File: src/rtl/hazard_stall_unit_pkg.sv
// Shared constants for the RV32I hazard/stall control path: load opcode,
// hazard_op bit positions and the stall FSM state encoding.
package hazard_stall_unit_pkg;

   localparam logic [6:0] OPCODE_LOAD = 7'b0000011;

   localparam int HOP_RS1_BIT = 0;
   localparam int HOP_RS2_BIT = 1;

   typedef enum logic {
      ST_RUN      = 1'b0,
      ST_MEM_WAIT = 1'b1
   } hsu_state_e;

endpackage

File: src/rtl/hazard_stall_unit_hazard_detect.sv
// Pure combinational hazard detection: MEM->EX forward selects and ID-vs-EX load-use.
// Zero latency; no state, no backpressure of its own.
module hazard_detect
   import hazard_stall_unit_pkg::*;
(
   input  logic [4:0] i_id_rs1,
   input  logic [4:0] i_id_rs2,
   input  logic       i_id_use_rs1,
   input  logic       i_id_use_rs2,
   input  logic [4:0] i_ex_rs1,
   input  logic [4:0] i_ex_rs2,
   input  logic [4:0] i_ex_rd,
   input  logic [6:0] i_ex_opcode,
   input  logic [4:0] i_mem_rd,
   input  logic       i_mem_reg_write,
   output logic [1:0] o_hazard_op,
   output logic       o_load_use
);

   logic w_mem_fwd_ok;
   logic w_ex_load_ok;

   always_comb begin
      // x0 is never a real producer, so rd = 0 can neither forward nor stall
      w_mem_fwd_ok = i_mem_reg_write & (i_mem_rd != 5'd0);
      w_ex_load_ok = (i_ex_opcode == OPCODE_LOAD) & (i_ex_rd != 5'd0);

      o_hazard_op              = 2'b00;
      o_hazard_op[HOP_RS1_BIT] = w_mem_fwd_ok & (i_mem_rd == i_ex_rs1);
      o_hazard_op[HOP_RS2_BIT] = w_mem_fwd_ok & (i_mem_rd == i_ex_rs2);

      o_load_use = w_ex_load_ok &
                   ((i_id_use_rs1 & (i_id_rs1 == i_ex_rd)) |
                    (i_id_use_rs2 & (i_id_rs2 == i_ex_rd)));
   end

endmodule

File: src/rtl/hazard_stall_unit.sv
// Pipeline stall/flush control: load-use bubble, dmem wait freeze with timeout,
// deferred flush and stall-cycle counter. Outputs are combinational from state + inputs.
module hazard_stall_unit
   import hazard_stall_unit_pkg::*;
#(
   parameter int XLEN        = 32,
   parameter int MEM_TIMEOUT = 16
)(
   input  logic            clk,
   input  logic            reset,
   input  logic [4:0]      ID_rs1,
   input  logic [4:0]      ID_rs2,
   input  logic            ID_use_rs1,
   input  logic            ID_use_rs2,
   input  logic [4:0]      EX_rs1,
   input  logic [4:0]      EX_rs2,
   input  logic [4:0]      EX_rd,
   input  logic [6:0]      EX_opcode,
   input  logic [4:0]      MEM_rd,
   input  logic            MEM_reg_write,
   input  logic            dmem_req,
   input  logic            dmem_ready,
   input  logic            branch_flush,
   input  logic            trap_flush,
   output logic [1:0]      hazard_op,
   output logic            pc_stall,
   output logic            IF_ID_stall,
   output logic            ID_EX_stall,
   output logic            EX_MEM_stall,
   output logic            IF_ID_flush,
   output logic            ID_EX_flush,
   output logic            mem_timeout,
   output logic [XLEN-1:0] stall_cycles
);

   localparam int CW = $clog2(MEM_TIMEOUT + 1);

   hsu_state_e      r_state;
   logic [CW-1:0]   r_wait_cnt;
   logic            r_pending_flush;
   logic [XLEN-1:0] r_stall_cycles;

   logic [1:0] w_hazard_op;
   logic       w_load_use;
   logic       w_mem_wait;
   logic       w_flush_req;
   logic       w_freeze;
   logic       w_flush;
   logic       w_bubble;
   logic       w_timeout;

   hazard_detect u_detect (
      .i_id_rs1        (ID_rs1),
      .i_id_rs2        (ID_rs2),
      .i_id_use_rs1    (ID_use_rs1),
      .i_id_use_rs2    (ID_use_rs2),
      .i_ex_rs1        (EX_rs1),
      .i_ex_rs2        (EX_rs2),
      .i_ex_rd         (EX_rd),
      .i_ex_opcode     (EX_opcode),
      .i_mem_rd        (MEM_rd),
      .i_mem_reg_write (MEM_reg_write),
      .o_hazard_op     (w_hazard_op),
      .o_load_use      (w_load_use)
   );

   always_comb begin
      w_mem_wait  = dmem_req & ~dmem_ready;
      // a deferred flush merges with any fresh one into a single redirect
      w_flush_req = trap_flush | branch_flush | r_pending_flush;
      w_freeze    = 1'b0;
      w_flush     = 1'b0;
      w_bubble    = 1'b0;
      w_timeout   = 1'b0;
      if (!reset) begin
         if (r_state == ST_RUN) begin
            if (w_flush_req && !w_mem_wait) begin
               w_flush = 1'b1;
            end else if (w_mem_wait) begin
               w_freeze = 1'b1;
            end else if (w_load_use) begin
               w_bubble = 1'b1;
            end
         end else begin
            w_freeze  = ~dmem_ready;
            // the RUN cycle that entered the wait already counted as cycle one
            w_timeout = ~dmem_ready & (r_wait_cnt >= CW'(MEM_TIMEOUT - 1));
         end
      end
   end

   assign hazard_op    = reset ? 2'b00 : w_hazard_op;
   assign pc_stall     = w_freeze | w_bubble;
   assign IF_ID_stall  = w_freeze | w_bubble;
   assign ID_EX_stall  = w_freeze;
   assign EX_MEM_stall = w_freeze;
   assign IF_ID_flush  = w_flush;
   assign ID_EX_flush  = w_flush | w_bubble;
   assign mem_timeout  = w_timeout;
   assign stall_cycles = r_stall_cycles;

   always_ff @(posedge clk) begin
      if (reset) begin
         r_state         <= ST_RUN;
         r_wait_cnt      <= '0;
         r_pending_flush <= 1'b0;
         r_stall_cycles  <= '0;
      end else begin
         if (pc_stall) begin
            r_stall_cycles <= r_stall_cycles + XLEN'(1);
         end
         if (r_state == ST_RUN) begin
            if (w_flush_req && !w_mem_wait) begin
               r_pending_flush <= 1'b0;
            end else if (w_mem_wait) begin
               r_pending_flush <= w_flush_req;
               r_wait_cnt      <= CW'(1);
               r_state         <= ST_MEM_WAIT;
            end
         end else begin
            r_pending_flush <= r_pending_flush | trap_flush | branch_flush;
            if (dmem_ready || w_timeout) begin
               r_wait_cnt <= '0;
               r_state    <= ST_RUN;
            end else if (r_wait_cnt != CW'(MEM_TIMEOUT)) begin
               r_wait_cnt <= r_wait_cnt + CW'(1);
            end
         end
      end
   end

endmodule
File: config.mk
export PLATFORM = sky130hd
export DESIGN_NAME = hazard_stall_unit
export DESIGN_NICKNAME = d
export VERILOG_FILES = /design/src/rtl/hazard_stall_unit_pkg.sv /design/src/rtl/hazard_stall_unit_hazard_detect.sv /design/src/rtl/hazard_stall_unit.sv
export SDC_FILE = /design/constraint.sdc
export NUM_CORES = 1
export LEC_CHECK = 0
export CAP_MARGIN = 20
export CORE_MARGIN = 4
export CORE_UTILIZATION = 40
export DETAILED_ROUTE_END_ITERATION = 6
export PLACE_DENSITY = 0.81
export SYNTH_ARGS = -nofsm -noshare
export SYNTH_HDL_FRONTEND = slang
export SYNTH_SLANG_ARGS = --single-unit
File: constraint.sdc
create_clock -name clk -period 2.95 [get_ports clk]
set_input_delay 0.7375 -clock clk [delete_from_list [all_inputs] [get_ports clk]]
set_output_delay 0.7375 -clock clk [all_outputs]
set_load 0.01 [all_outputs]
Fig. 1: run 1, supply network
Pins as bars on the die edge.
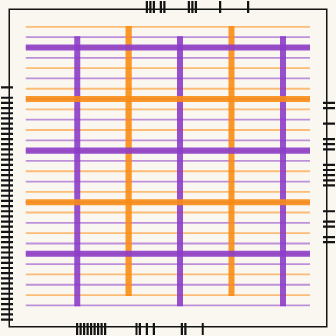
Key: VSS = purple; VDD = orange
5 straps on met4. 87 signal pins sit on the boundary.

Fig. 2: run 1, cells coloured by class
The bar under the picture is 20 um long.
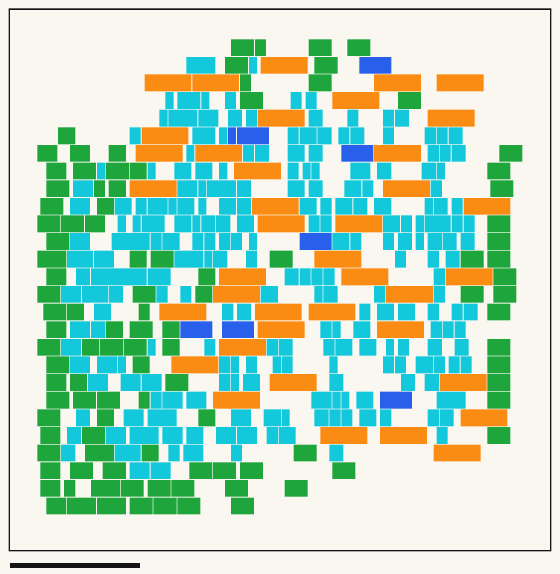
Key: clock drivers and dummy loads = blue [cells 8]; all other logic = cyan [cells 228]; flip-flops = orange [cells 39]; other buffers and delay cells = green [cells 104]

Fig. 3: run 1, clock wires, drivers and flops
The bar under the picture is 20 um long.
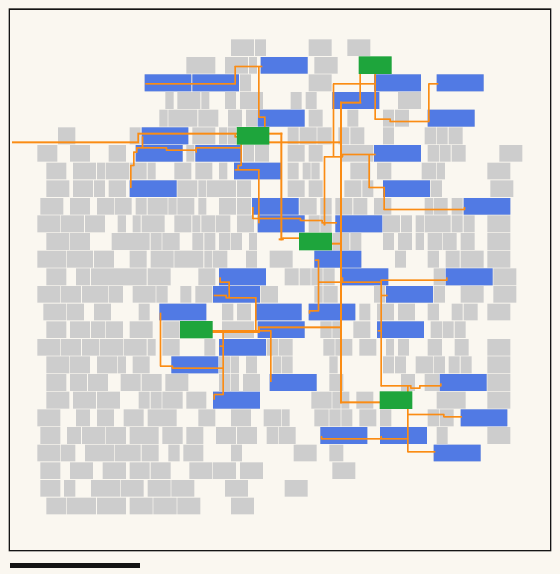
Key: cells driving clock nets = green [count 5]; clock wires = orange [length 516 um]; flip-flops = blue [count 39]
There are 6 routed clock nets.

[run 1: worst paths after layout]
| check | end | slack, ns | start |
|---|---|---|---|
| worst max-delay path | IF_ID_stall | 0.05 | dmem_ready |
| worst max register to register | r_wait_cnt[0] | 0.62 | r_wait_cnt[0] |
| worst min-delay path | stall_cycles[6] | 0.50 | stall_cycles[6] |
| worst min register to register | stall_cycles[6] | 0.50 | stall_cycles[6] |
[run 1: sequential cells by signal, indices dropped and copies added, names as in the netlist]
name	count
r_state	1
stall_cycles	32
r_wait_cnt	5
r_pending_flush	1
[run 1: layer usage]
| layer | global-route usage | vias to the layer above |
|---|---|---|
| met5 | 0 | - |
| met3 | 0.0734 | 9 |
| met2 | 0.344 | 77 |
| met4 | 0.0550 | 0 |
| li1 | - | 1241 |
| met1 | 0.185 | 1169 |
==> reports/qor.csv, run 1 <==
stage,metric,value,unit
floorplan,I/O Pins,87,
sta,Hold WS,0.498,ns
worst_setup_path,Worst path most repeated cell,inv_1,
synth,mux share,0.00882,
sta,Tightest Pin Transition,0.564,ns
cells_and_area,invs w/o clock,8,
sta,Setup Skew,0.00702,ns
cts,Post-CTS Hold Fix Bufs,0,
synth,Synth Warn #,0,
floorplan,Die W,83.3,um
global_route,first-pass GRT wire length,10.6,mm
worst_setup_path,depth of the most critical reg-to-reg path,8,
global_route,total grt overflow,0,
sta,Slew headroom,0.621,
routing,routed vias/inst,5.53,
cells_and_area,multi-input gates,220,
routing,Top Metal Used,met4,
routing,final WL,6.38,mm
cts,"Clk pin slew, worst setup/hold paths",0.07,ns
worst_setup_path,Setup crit start kind,input pin,
cells_and_area,logic area,1430,sq um
cts,CTS tree,built,
place,RePlAce Congestion,0.796,
cells_and_area,Flop area,781,sq um
cts,htree depth,2,
cells_and_area,Fillers,481,
synth,Post-Synthesis Cells,284,
global_route,GRT Util Overall,0.184,
pwr,Power Dens Cells,325,nW/um^2
worst_setup_path,Top delay family on crit path,buffers and inverters,
cells_and_area,Non-clock buffers,104,
pwr,Max IR drop VDD,0.192,mV
place,hpwl dp,4.87,mm
routing,Final ANT Viol Nets,0,
cts,CTS Buffer Depth,2,
place,Area after DPL,3290,sq um
routing,routed wl met3,573,um
synth,number of enable flip-flop cells,0,
synth,Synth Seq Share,0.344,
cts,# Post-CTS Setup Buffers,1,
cells_and_area,clock buf count,8,
place,DP Worst Slack,-0.528,ns
global_route,vias in the first global route,2439,
pwr,static leakage,1.19,nW
synth,yosys cell count,284,
worst_setup_path,CP required,2.21,ns
cells_and_area,largest class,logic gates,
sta,Pins Over Slew Limit,0,
floorplan,Tapcell Cnt,72,
pwr,Gate power share,0.154,
pwr,Psw,0.000262,W
floorplan,row cnt,27,
run,number of logged tool warnings,28,
pwr,Cell Int Power,0.000842,W
outcome,status,completed,
worst_setup_path,Worst EP arrival,2.16,ns
routing,DRT Pass-1 Iters,4,
cts,CTS Buf Count,5,
pwr,top power group,registers,
synth,Cell variety after synth,42,
synth,synthesized area,2270,sq um
worst_setup_path,Setup crit end kind,primary output,
cells_and_area,nets,428,
sta,setup ws final,0.0542,ns
cts,Clock Sinks,39,
synth,most frequent cells after synthesis,"39 x dfxtp_1, 32 x a21oi_1, 23 x o21ai_0",
sta,final setup fails,0,
run,Max-Cap Viols,0,
cells_and_area,Top cell excl fill/tap,clkdlybuf4s50_1,
sta,unrepaired setup endpoints after global routing,false,
synth,Yosys top cell by instances,dfxtp_1,
synth,Most common reg cell,dfxtp_1,
floorplan,core area,5510,sq um
cells_and_area,Clock buf/inv share,0.0295,
pwr,clock distribution power,0.000399,W
routing,wire per inst,14.2,um
synth,yosys stat chip area,2270,sq um
cells_and_area,Non-clock buffer share,0.284,
cells_and_area,post-route cell area,3400,sq um
routing,DRT met1 WL,2.41,mm
global_route,pin count of the biggest net entering global routing,61,
worst_setup_path,worst-path fanout max,2,
global_route,initial antenna violation count,0,
synth,Main logic family,simple AND/OR/NAND/NOR gates,
synth,Max-area cell share,0.344,
pwr,sw frac,0.237,
cells_and_area,Top cells excl fill/tap,"64 x clkdlybuf4s50_1, 39 x dfxtp_1, 32 x a21oi_1, 23 x o21ai_0, 20 x or3_1",
cells_and_area,ANT cells,0,
synth,cell type with the largest total area,dfxtp_1,
routing,1st-iter DRT viols,132,
synth,asr flop ratio synth,0,
min_path,HP Class,register to register,
synth,Synth Area in Simple Gates,0.302,
floorplan,Initial Util,0.412,
synth,"Compound Share, Synth",0.196,
cells_and_area,area delta synth->final,49.7,%
worst_setup_path,crit path kind,input pin to primary output,
min_path,Min-Delay Path Depth,1,
sta,Setup TNS,0,ns
place,Placed Cells,443,
place,# port buffers,86,
pwr,Comb power,0.000170,W
cells_and_area,final design utilization,0.617,
cells_and_area,sequential share of cell area,0.230,
cts,root buf cell,clkbuf_8,
sta,FMAX,345,MHz
routing,drt drc,0,
cells_and_area,share of layout cells above drive strength 1,0.119,
sta,period utilization,0.982,
synth,syn avg cell area,7.99,sq um
routing,via count,2496,
pwr,total power,0.00110,W
cts,Clock Latency Late Sink,0.30,ns
pwr,clock network power share,0.362,
synth,xor/xnor share,0.0810,
cts,CTS resizes,37,
worst_setup_path,Stages on worst setup path,7,
synth,main area contributors,"dfxtp_1 34%, a21oi_1 7.1%, xnor2_1 6.2%",
worst_setup_path,slowest CP cell,clkdlybuf4s50_1,
pwr,sequential power share,0.484,
pwr,Flop+latch power,0.000534,W
synth,Syn Nets,334,
cells_and_area,Comb area share,0.421,
floorplan,die area,6940,sq um
cells_and_area,post-route insts no fill,451,
worst_setup_path,critical path's largest stage delay,0.48,ns
--- run 2 (diff from run 1) ---
- GPL_ROUTABILITY_DRIVEN: not set -> 0
Fig. 4: run 2, cells coloured by class
The bar under the picture is 20 um long.
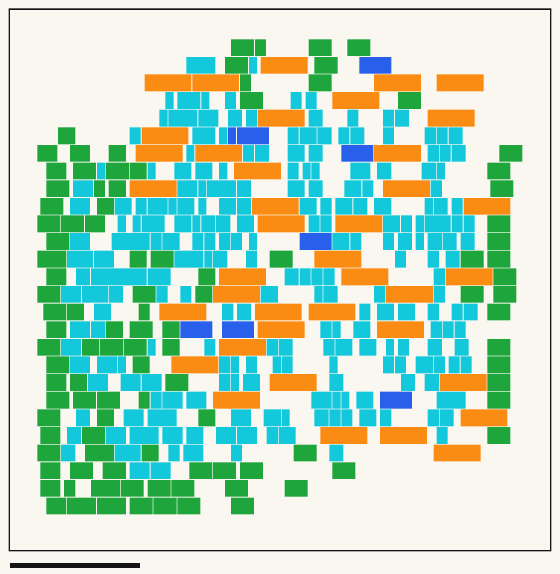
Key: flip-flops = orange [cells 39]; all other logic = cyan [cells 228]; other buffers and delay cells = green [cells 104]; clock drivers and dummy loads = blue [cells 8]

==> run 2 against run 1 <==
  * Wire length unchanged
  * Hold slack stayed put
  * Die size unchanged
  * Highest routed layer unchanged
  * Critical path type unchanged
  * Setup slack unchanged
  * Power unchanged
==> reports/qor.csv, run 2 <==
stage,metric,value,unit,change
cts,Post-CTS Hold Fix Bufs,0,,unchanged
cts,CTS resizes,37,,unchanged
cells_and_area,clock buf count,8,,unchanged
synth,cell type with the largest total area,dfxtp_1,,
place,Placed Cells,443,,unchanged
synth,most frequent cells after synthesis,"39 x dfxtp_1, 32 x a21oi_1, 23 x o21ai_0",,
cells_and_area,Non-clock buffers,104,,unchanged
routing,Final ANT Viol Nets,0,,unchanged
sta,Hold WS,0.498,ns,unchanged
worst_setup_path,Setup crit end kind,primary output,,
cells_and_area,largest class,logic gates,,
outcome,status,completed,,
sta,Pins Over Slew Limit,0,,unchanged
pwr,Comb power,0.000170,W,about the same
synth,yosys stat chip area,2270,sq um,unchanged
floorplan,Die W,83.3,um,unchanged
synth,Synth Area in Simple Gates,0.302,,unchanged
pwr,sequential power share,0.484,,about the same
cells_and_area,Non-clock buffer share,0.284,,unchanged
synth,Most common reg cell,dfxtp_1,,
pwr,Max IR drop VDD,0.192,mV,unchanged
routing,1st-iter DRT viols,132,,unchanged
global_route,first-pass GRT wire length,10.6,mm,unchanged
routing,DRT Pass-1 Iters,4,,unchanged
cells_and_area,Clock buf/inv share,0.0295,,unchanged
cells_and_area,sequential share of cell area,0.230,,unchanged
floorplan,row cnt,27,,unchanged
worst_setup_path,worst-path fanout max,2,,unchanged
cells_and_area,ANT cells,0,,unchanged
synth,yosys cell count,284,,unchanged
cells_and_area,Flop area,781,sq um,unchanged
floorplan,Initial Util,0.412,,unchanged
pwr,clock network power share,0.362,,about the same
run,number of logged tool warnings,28,,unchanged
sta,Slew headroom,0.621,,unchanged
worst_setup_path,Setup crit start kind,input pin,,
global_route,GRT Util Overall,0.184,,unchanged
synth,xor/xnor share,0.0810,,unchanged
min_path,HP Class,register to register,,
sta,Setup TNS,0,ns,unchanged
global_route,GRT Max-Usage Layer,met2,,
pwr,Gate power share,0.154,,about the same
pwr,static leakage,1.19,nW,unchanged
cells_and_area,max FFs per register,32,,unchanged
cts,"Clk pin slew, worst setup/hold paths",0.07,ns,about the same
routing,routed wl met3,573,um,unchanged
global_route,GR Util met3,0.0734,,unchanged
global_route,met1 GRT Util,0.185,,unchanged
sta,Tightest Pin Transition,0.564,ns,unchanged
synth,syn avg cell area,7.99,sq um,unchanged
cts,CTS tree,built,,
routing,routed vias/inst,5.53,,unchanged
pwr,Psw,0.000262,W,unchanged
place,hpwl dp,4.87,mm,unchanged
sta,unrepaired setup endpoints after global routing,false,,
worst_setup_path,critical path's largest stage delay,0.48,ns,about the same
cells_and_area,multi-input gates,220,,unchanged
worst_setup_path,slowest CP cell,clkdlybuf4s50_1,,
cts,# Post-CTS Setup Buffers,1,,unchanged
sta,period utilization,0.982,,unchanged
cells_and_area,Comb area share,0.421,,unchanged
worst_setup_path,Worst path most repeated cell,inv_1,,
floorplan,die area,6940,sq um,unchanged
cells_and_area,area delta synth->final,49.7,%,unchanged
floorplan,I/O Pins,87,,unchanged
synth,Synth Warn #,0,,unchanged
pwr,Cell Int Power,0.000842,W,unchanged
cts,root buf cell,clkbuf_8,,
synth,Cell variety after synth,42,,unchanged
pwr,clock distribution power,0.000399,W,about the same
synth,main area contributors,"dfxtp_1 34%, a21oi_1 7.1%, xnor2_1 6.2%",,
synth,Syn Nets,334,,unchanged
synth,Main logic family,simple AND/OR/NAND/NOR gates,,
cells_and_area,nets,428,,unchanged
cts,htree depth,2,,unchanged
global_route,pin count of the biggest net entering global routing,61,,unchanged
[run 2: per-stage QoR]
stage / power, W / area, sq um / util / worst slack (ns)
floorplan: 0.000615 / 2280 / - / 0.00361
global placement: 0.000718 / 3290 / 0.597 / -0.525
detailed placement: 0.000722 / 3290 / 0.597 / -0.528
CTS: 0.00111 / 3380 / 0.614 / -0.0556
global route: 0.00115 / 3400 / 0.617 / 0.00677
finish: 0.00110 / 3400 / 0.617 / 0.0542
[run 2: path summary, 6_finish.rpt]
kind | slack, ns | depth (start not counted) | end | start
setup / recovery | 0.05 | 7 | IF_ID_stall | dmem_ready
setup reg to reg | 0.62 | 8 | r_wait_cnt[0] | r_wait_cnt[0]
hold / removal | 0.50 | 1 | stall_cycles[6] | stall_cycles[6]
hold reg to reg | 0.50 | 1 | stall_cycles[6] | stall_cycles[6]
Power figures rest on the tool's default switching activity, not on a simulated workload.
